File: src/rtl/scan_ctrl_pkg.sv
// Shared types for the scan shift sequencer: FSM state encoding and phase-counter sizing.
package scan_ctrl_pkg;

    typedef enum logic [2:0] {
        IDLE,
        SHIFT,
        CAPTURE,
        DECIDE,
        UNLOAD
    } scan_state_t;

    // One counter serves both the shift and capture phases, so size it for the longer one.
    function automatic int cnt_width(input int width, input int cap_cycles);
        int n;
        n = (width > cap_cycles) ? width : cap_cycles;
        return $clog2(n + 1);
    endfunction

endpackage

File: src/rtl/scan_bit_counter.sv
// Phase length down-counter: load N-1 on phase entry, decrement per cycle, terminal count at zero.
module scan_bit_counter #(
    parameter int CW = 3
) (
    input  logic          clk,
    input  logic          rst,
    input  logic          i_load,
    input  logic [CW-1:0] i_load_val,
    input  logic          i_dec,
    output logic          o_tc
);

    logic [CW-1:0] r_count;

    // Holds at zero rather than wrapping if a phase lingers past terminal count.
    always_ff @(posedge clk) begin
        if (rst) begin
            r_count <= '0;
        end else if (i_load) begin
            r_count <= i_load_val;
        end else if (i_dec && (r_count != '0)) begin
            r_count <= r_count - CW'(1);
        end
    end

    assign o_tc = (r_count == '0);

endmodule

File: src/rtl/scan_shift_ctrl.sv
// Scan-chain sequencer: shifts patterns in, pulses capture, unloads responses overlapped with the next load.
// Define SCAN_CTRL_COMPARE_EN to add exp_data/rsp_fail response checking.
//
//   state   | meaning
//   IDLE    | no operation; waiting for a pattern
//   SHIFT   | shifting a pattern in, previous response out
//   CAPTURE | capture strobe held for CAPTURE_CYCLES
//   DECIDE  | chain frozen; take next pattern or start unload
//   UNLOAD  | shifting the last response out with zero fill
module scan_shift_ctrl
    import scan_ctrl_pkg::*;
#(
    parameter int WIDTH          = 4,
    parameter int CAPTURE_CYCLES = 1
) (
    input  logic             clk,
    input  logic             rst,
    input  logic             pat_valid,
    output logic             pat_ready,
    input  logic [WIDTH-1:0] pat_data,
    input  logic             scan_so,
    output logic             chain_en,
    output logic             scan_en,
    output logic             scan_si,
    output logic             capture_en,
    output logic             rsp_valid,
    input  logic             rsp_ready,
    output logic [WIDTH-1:0] rsp_data,
`ifdef SCAN_CTRL_COMPARE_EN
    input  logic [WIDTH-1:0] exp_data,
    output logic             rsp_fail,
`endif
    output logic             busy
);

    localparam int CW = cnt_width(WIDTH, CAPTURE_CYCLES);

    scan_state_t      r_state;
    scan_state_t      w_state_nxt;
    logic [WIDTH-1:0] r_shift;
    logic [WIDTH-1:0] r_rsp_shift;
    logic [WIDTH-1:0] r_rsp_data;
    logic [WIDTH-1:0] w_rsp_next;
    logic             r_rsp_valid;
    logic             r_first_load;
    logic             w_slot_free;
    logic             w_accept;
    logic             w_tc;
    logic             w_cnt_load;
    logic             w_cnt_dec;
    logic [CW-1:0]    w_cnt_val;
    logic             w_shifting;
    logic             w_rsp_set;

    assign w_slot_free = !r_rsp_valid || rsp_ready;
    assign pat_ready   = ((r_state == IDLE) || (r_state == DECIDE)) && w_slot_free;
    assign w_accept    = pat_valid && pat_ready;
    assign w_shifting  = (r_state == SHIFT) || (r_state == UNLOAD);
    assign w_rsp_next  = {r_rsp_shift[WIDTH-2:0], scan_so};
    // The first load after idle shifts out stale chain contents, so no response is produced.
    assign w_rsp_set   = w_tc && (((r_state == SHIFT) && !r_first_load) || (r_state == UNLOAD));

    scan_bit_counter #(
        .CW(CW)
    ) u_bit_counter (
        .clk        (clk),
        .rst        (rst),
        .i_load     (w_cnt_load),
        .i_load_val (w_cnt_val),
        .i_dec      (w_cnt_dec),
        .o_tc       (w_tc)
    );

    always_comb begin
        w_state_nxt = r_state;
        chain_en    = 1'b0;
        scan_en     = 1'b0;
        scan_si     = 1'b0;
        capture_en  = 1'b0;
        w_cnt_load  = 1'b0;
        w_cnt_val   = '0;
        w_cnt_dec   = 1'b0;
        case (r_state)
            IDLE: begin
                if (w_accept) begin
                    w_state_nxt = SHIFT;
                    w_cnt_load  = 1'b1;
                    w_cnt_val   = CW'(WIDTH - 1);
                end
            end
            SHIFT: begin
                chain_en  = 1'b1;
                scan_en   = 1'b1;
                scan_si   = r_shift[WIDTH-1];
                w_cnt_dec = 1'b1;
                if (w_tc) begin
                    w_state_nxt = CAPTURE;
                    w_cnt_load  = 1'b1;
                    w_cnt_val   = CW'(CAPTURE_CYCLES - 1);
                end
            end
            CAPTURE: begin
                chain_en   = 1'b1;
                capture_en = 1'b1;
                w_cnt_dec  = 1'b1;
                if (w_tc) begin
                    w_state_nxt = DECIDE;
                end
            end
            DECIDE: begin
                if (w_accept) begin
                    w_state_nxt = SHIFT;
                    w_cnt_load  = 1'b1;
                    w_cnt_val   = CW'(WIDTH - 1);
                end else if (w_slot_free && !pat_valid) begin
                    w_state_nxt = UNLOAD;
                    w_cnt_load  = 1'b1;
                    w_cnt_val   = CW'(WIDTH - 1);
                end
            end
            UNLOAD: begin
                chain_en  = 1'b1;
                scan_en   = 1'b1;
                w_cnt_dec = 1'b1;
                if (w_tc) begin
                    w_state_nxt = IDLE;
                end
            end
            default: begin
                w_state_nxt = IDLE;
            end
        endcase
    end

    always_ff @(posedge clk) begin
        if (rst) begin
            r_state      <= IDLE;
            r_shift      <= '0;
            r_rsp_shift  <= '0;
            r_rsp_data   <= '0;
            r_rsp_valid  <= 1'b0;
            r_first_load <= 1'b1;
        end else begin
            r_state <= w_state_nxt;
            if (w_accept) begin
                r_shift <= pat_data;
            end else if (w_shifting) begin
                r_shift <= {r_shift[WIDTH-2:0], 1'b0};
            end
            if (w_shifting) begin
                r_rsp_shift <= w_rsp_next;
            end
            if (w_rsp_set) begin
                r_rsp_data  <= w_rsp_next;
                r_rsp_valid <= 1'b1;
            end else if (rsp_ready) begin
                r_rsp_valid <= 1'b0;
            end
            if ((r_state == SHIFT) && w_tc) begin
                r_first_load <= 1'b0;
            end else if ((r_state == UNLOAD) && w_tc) begin
                r_first_load <= 1'b1;
            end
        end
    end

`ifdef SCAN_CTRL_COMPARE_EN
    logic [WIDTH-1:0] r_exp_pend;
    logic [WIDTH-1:0] r_exp_cmp;
    logic             r_rsp_fail;

    // exp_cmp tracks the pattern whose response is currently in the chain.
    always_ff @(posedge clk) begin
        if (rst) begin
            r_exp_pend <= '0;
            r_exp_cmp  <= '0;
            r_rsp_fail <= 1'b0;
        end else begin
            if ((r_state == DECIDE) && (w_accept || (w_state_nxt == UNLOAD))) begin
                r_exp_cmp <= r_exp_pend;
            end
            if (w_accept) begin
                r_exp_pend <= exp_data;
            end
            if (w_rsp_set) begin
                r_rsp_fail <= (w_rsp_next != r_exp_cmp);
            end
        end
    end

    assign rsp_fail = r_rsp_fail;
`endif

    assign rsp_valid = r_rsp_valid;
    assign rsp_data  = r_rsp_data;
    assign busy      = (r_state != IDLE);

endmodule

File: config.mk
export PLATFORM = sky130hd
export DESIGN_NAME = scan_shift_ctrl
export DESIGN_NICKNAME = d
export VERILOG_FILES = /design/src/rtl/scan_ctrl_pkg.sv /design/src/rtl/scan_bit_counter.sv /design/src/rtl/scan_shift_ctrl.sv
export SDC_FILE = /design/constraint.sdc
export NUM_CORES = 1
export LEC_CHECK = 0
export CAP_MARGIN = 40
export CORE_UTILIZATION = 45
export DETAILED_ROUTE_END_ITERATION = 10
export PLACE_DENSITY = 0.8
export RECOVER_POWER = 50
export SYNTH_ARGS = -nofsm -noshare
export SYNTH_HDL_FRONTEND = slang
export SYNTH_SLANG_ARGS = --single-unit
File: constraint.sdc
create_clock -name clk -period 2.74 [get_ports clk]
set_input_delay 0.548 -clock clk [delete_from_list [all_inputs] [get_ports clk]]
set_output_delay 0.548 -clock clk [all_outputs]
set_load 0.05 [all_outputs]
run_1/port_trees.png
Scale: 8 px per um.
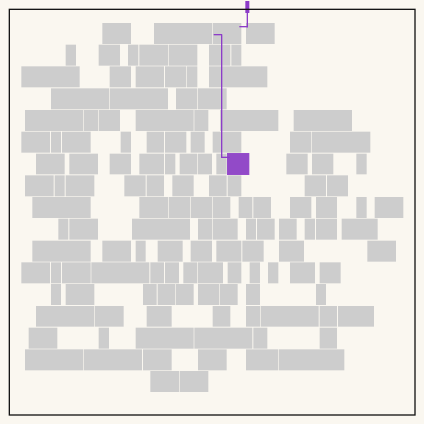
colour	port	bits	direction	end cells	buffers	wire
purple	`capture_en`	1	output	1	1	19.9 um
PortBufs: 19
I/O pins: 20

run_1/ff_map.png
Scale: 8 px per um. Other sequential cells in the stronger grey, the rest of the logic in the fainter grey.
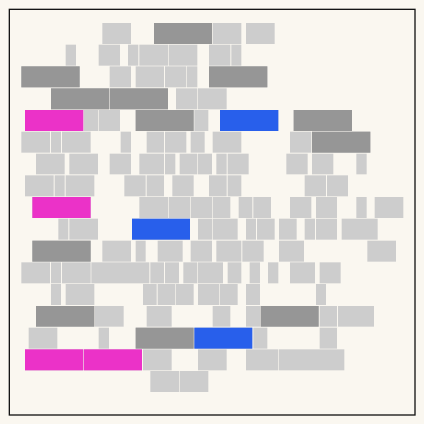
colour	netlist name	flops
blue	`r_state`	3
magenta	`rsp_data`	4
not coloured	12

run_1/util_map.png
Scale: 6 px per um. The die is cut into 10 by 10 equal tiles; dark purple is low, yellow is high, 0 to 100% covered.
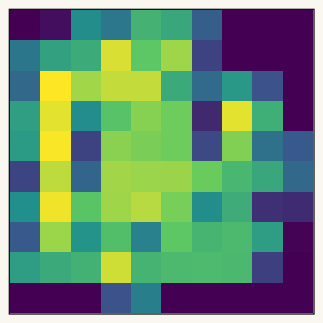
mean over tiles	49%
tiles over 75% full	26%
densest ninth of the die	middle
emptiest ninth of the die	top right
nearly empty tiles	19%
fullest tile	100%
core area: 2212 sq um
final core occ: 57.58%
floorplan utilization: 47.91%

==> impl_metrics.yaml, run 1 <==
# flow metrics
worst_setup_path:
  r2r_slack_ns: 0.72
  worst-path-stages: 2
  path_cells: "and3_1 -> clkdlybuf4s50_1"
  r2r-start: "r_state[0]$_SDFFE_PP0P_"
  cp-end-kind: "output port"
  cp.arrival_ns: 2.03
  cp-startpoint: "r_state[0]$_SDFFE_PP0P_"
  endpoint: "scan_si"
final_timing:
  rsz0062_at_grt: "no"
  fin_crit_sh_pct: 93.93
  fin_worst_skew_ns: 0.002455
  final-setup-viol-count: 0
  slew_viol_final: 0
  slew_headroom_pct: 60.21
route:
  first_pass_iters: 4
  final_antenna_net_count: 0
  drc: 0
hold_path:
  worstHoldStart: "r_rsp_shift[2]$_SDFFE_PP0P_"
clock_network:
  post_cts_buffers: 0
  cts_hold_buf: 0
  cts_resized: 0
  clock_path_buffers: 2
logic_synthesis:
  async_flop_share_pct: 0
  ys_ff: 19
  yosysWarnings: 0
  logic_family: "simple AND/OR/NAND/NOR gates"
  top_cells_by_count: "dfxtp_1 (19), nor2_1 (13), mux2i_1 (11)"
  yosysMostFrequentCell: "dfxtp_1"
  ys_seq_share_pct: 35.89
final_layout:
  drive_above_1_share_pct: 8.889
  lay_top_cells: "dfxtp_1 (19), clkdlybuf4s50_1 (14), nor2_1 (13)"
  comb_area_share_pct: 47.05
  buf_share_pct: 16.80
  mi_logic_area_sq_um: 599.3
  area_growth_pct: 20.19
  finalNonFillerCells: 163
  seq_share_pct: 29.86
  n_antenna_cell: 0
pwr:
  finalPower_mw: 1.325
  pwr-share-comb_pct: 59.2
  switchingPower_mw: 0.6223
  power_frac_clock_pct: 10.2
place:
  place_ws_ns: 0.4544
run_status:
  status: "finished clean"
floorplan:
  taps: 28
  fp.dieH_um: 50.53
global_route:
  overflow: 0
  antenna_found_initial: 0
  gr-usage-all-layers_pct: 19.67
  grt_max_degree: 20
flow_run:
  cap_violations: 0
==> run 1: power by group through the flow <==
stage               combinational (mW)  sequential [mW]  clock [mW]
detailed placement               0.797            0.411           0
finish                           0.784            0.405       0.135
floorplan                        0.616            0.384           0
global placement                 0.776            0.405           0
global route                     0.848            0.413       0.157
CTS                              0.800            0.405       0.141
==> run 1: logic make-up after synthesis <==
kind of cell,count (synthesis)
buffers and inverters,14
xor gates and xnor gates,2
AOI/OAI and AO/OA,23
DFF,19
muxes,12
and+or+nand+nor,46
adders and majority gates,2
==> run 1: routing by layer <==
layer,track usage [%],routed length [um]
met2,36.44,1148
met3,5.152,96
met4,4.167,13
met5,0,0
met1,22.30,955
==> run 2, diff against run 1 <==
- CTS_BUF_LIST: default -> sky130_fd_sc_hd__clkbuf_8
- HOLD_SLACK_MARGIN: default -> 0.12
- SKIP_CTS_REPAIR_TIMING: default -> 1
run_2/gates.png
Scale: 10 px per um.
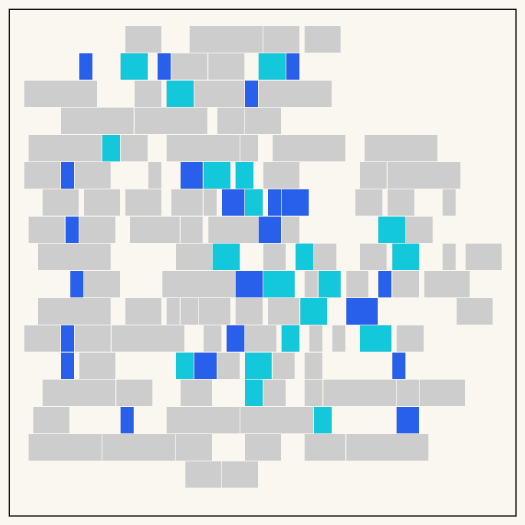
colour	family	cells	most used
cyan	aoi and oai cells	20	a21oi_1
blue	nor cells	22	nor2_1

run_2/port_trees.png
Scale: 8 px per um.
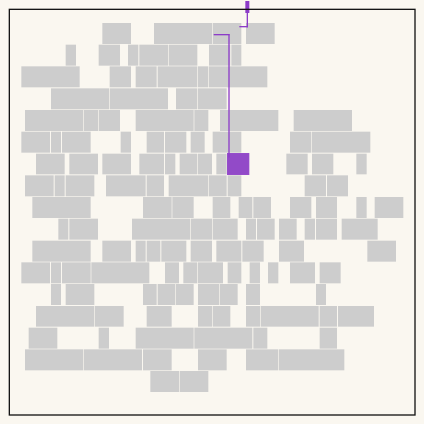
colour	port	bits	direction	end cells	buffers	wire
purple	`capture_en`	1	output	1	1	19.9 um

==> run 2 against run 1 <==
Against the previous run: fmax increased by 1.6%; highest routed layer unchanged; register-to-register slack hardly changed; global-route usage is 0.70 points higher; synthesized cell count stayed put; routed wire length grew 3.9%; critical path depth is the same; sequential power about the same; critical path type unchanged; worst hold slack got worse by 0.0068 ns; sequential share of layout area down 0.43 points; clock skew rose by 0.0047 ns; die area stayed put.
==> impl_metrics.yaml, run 2 <==
# flow metrics
global_route:
  gr-max-usage-layer: "met2"
  use_met1_pct: 23.79
  gr-usage-all-layers_pct: 20.37
  use_met2_pct: 37.11
  gr-usage-met3_pct: 5.152
  first_global_vias: 863
  grt_max_degree: 20
  overflow: 0
  antenna_found_initial: 0
  grt_pass1_wl_mm: 3.939
route:
  maxUsedRoutingLayer: "met4"
  routed_via_density: 5.601
  drc: 0
  first_pass_iters: 4
  dr_wl_met3_um: 127
  wirelength_met1_um: 986
  final_antenna_net_count: 0
  wl_met2_mm: 1.164
pwr:
  p_clk_mw: 0.189
  p_int_mw: 0.7460
  p_leak_nw: 0.5198
  top_power_group: "combinational logic"
  power_frac_clock_pct: 13.6
  finalPower_mw: 1.388
  pwr-share-comb_pct: 57.0
  pg_comb_mw: 0.791
  switchingPower_mw: 0.6424
  seq-power_mw: 0.408
logic_synthesis:
  synth-edff-count: 0
  syn_inst: 118
  top_cells_by_area: "dfxtp_1 (36%), mux2i_1 (10%), nor2_1 (4.6%), a21oi_1 (2.8%), nand3_1 (2.8%)"
  top_cells_by_count: "dfxtp_1 (19), nor2_1 (13), mux2i_1 (11)"
  yosysWarnings: 0
  ys_ff: 19
  yosys_most_used_dff: "dfxtp_1"
  synth_top_cell_by_area: "dfxtp_1"
  ys_cells: 118
  ys_seq_share_pct: 35.89
  yosysMostFrequentCell: "dfxtp_1"
  top_cell_area_share_pct: 35.89
  async_flop_share_pct: 0
  yosysChipArea_sq_um: 1060
final_layout:
  nNetsFinal: 147
  flop_area_sq_um: 380.4
  area_growth_pct: 21.96
  lay_top_cells: "dfxtp_1 (19), nor2_1 (13), clkdlybuf4s50_1 (13)"
  mi_logic_area_sq_um: 599.3
  n_antenna_cell: 0
  lay_top_count: "dfxtp_1"
  finalNonFillerCells: 163
  drive_above_1_share_pct: 8.889
  fin_util_pct: 58.43
worst_setup_path:
  cp-end-kind: "output port"
  path_cells: "and3_1 -> clkdlybuf4s50_1"
  cp-startpoint: "r_state[0]$_SDFFE_PP0P_"
  cp.arrival_ns: 1.99
  critPathLaunchType: "register"
  crit_path_max_incr_delay_ns: 0.80
  path_class: "register to output port"
  endpoint: "scan_si"
  r2r_slack_ns: 0.71
  critPathBufInv: 1
  worst-path-stages: 2
  r2r-start: "r_state[0]$_SDFFE_PP0P_"
clock_network:
  clock_path_buffers: 2
  cts_tree: "built"
  clkSinkCount: 19
  clk_pin_slew_ns: 0.07
  worstSkewPairLatency_ns: 0.25
final_timing:
  final-setup-viol-count: 0
  rsz0062_at_grt: "no"
  fmax_mhz: 394.6
  tns_ns: 0
  slew_viol_final: 0
  tightest_slew_ns: 0.6026
  fin_worst_skew_ns: 0.007180
  fin_crit_sh_pct: 92.50
  slew_headroom_pct: 59.65
floorplan:
  initCoreUtil_pct: 47.91
  core_sq_um: 2212
  fp.dieH_um: 50.53
  io_pins: 20
  die_area_sq_um: 2553
place:
  portBuffers: 19
  place_ws_ns: 0.4544
flow_run:
  cap_violations: 0
run_status:
  status: "finished clean"
hold_path:
  worstHoldStart: "r_rsp_shift[2]$_SDFFE_PP0P_"
==> run 2: cell counts after synthesis <==
Identical to the previous run, type by type.
==> run 2: layout make-up <==
class	instances	share of cell area [%]
Multi-Input combinational cell	85	46.37
Sequential cell	19	29.43
Timing Repair Buffer	22	16.55
Clock buffer	3	3.195
Tap cell	28	2.711
Inverter	5	1.452
Clock inverter	1	0.2904
==> run 2: logic make-up (layout without fill, tap and decap cells) <==
logic type / count (synthesis) / in the layout / share of synthesized area, %
compound gates: 23 / 23 / 15.59
xor+xnor: 2 / 2 / 2.362
fa+ha+maj: 2 / 2 / 2.361
buf+inv: 14 / 31 / 6.375
flops: 19 / 19 / 35.89
mux: 12 / 12 / 12.52
simple gates: 46 / 46 / 24.91
Power figures rest on the tool's default switching activity, not on a simulated workload.
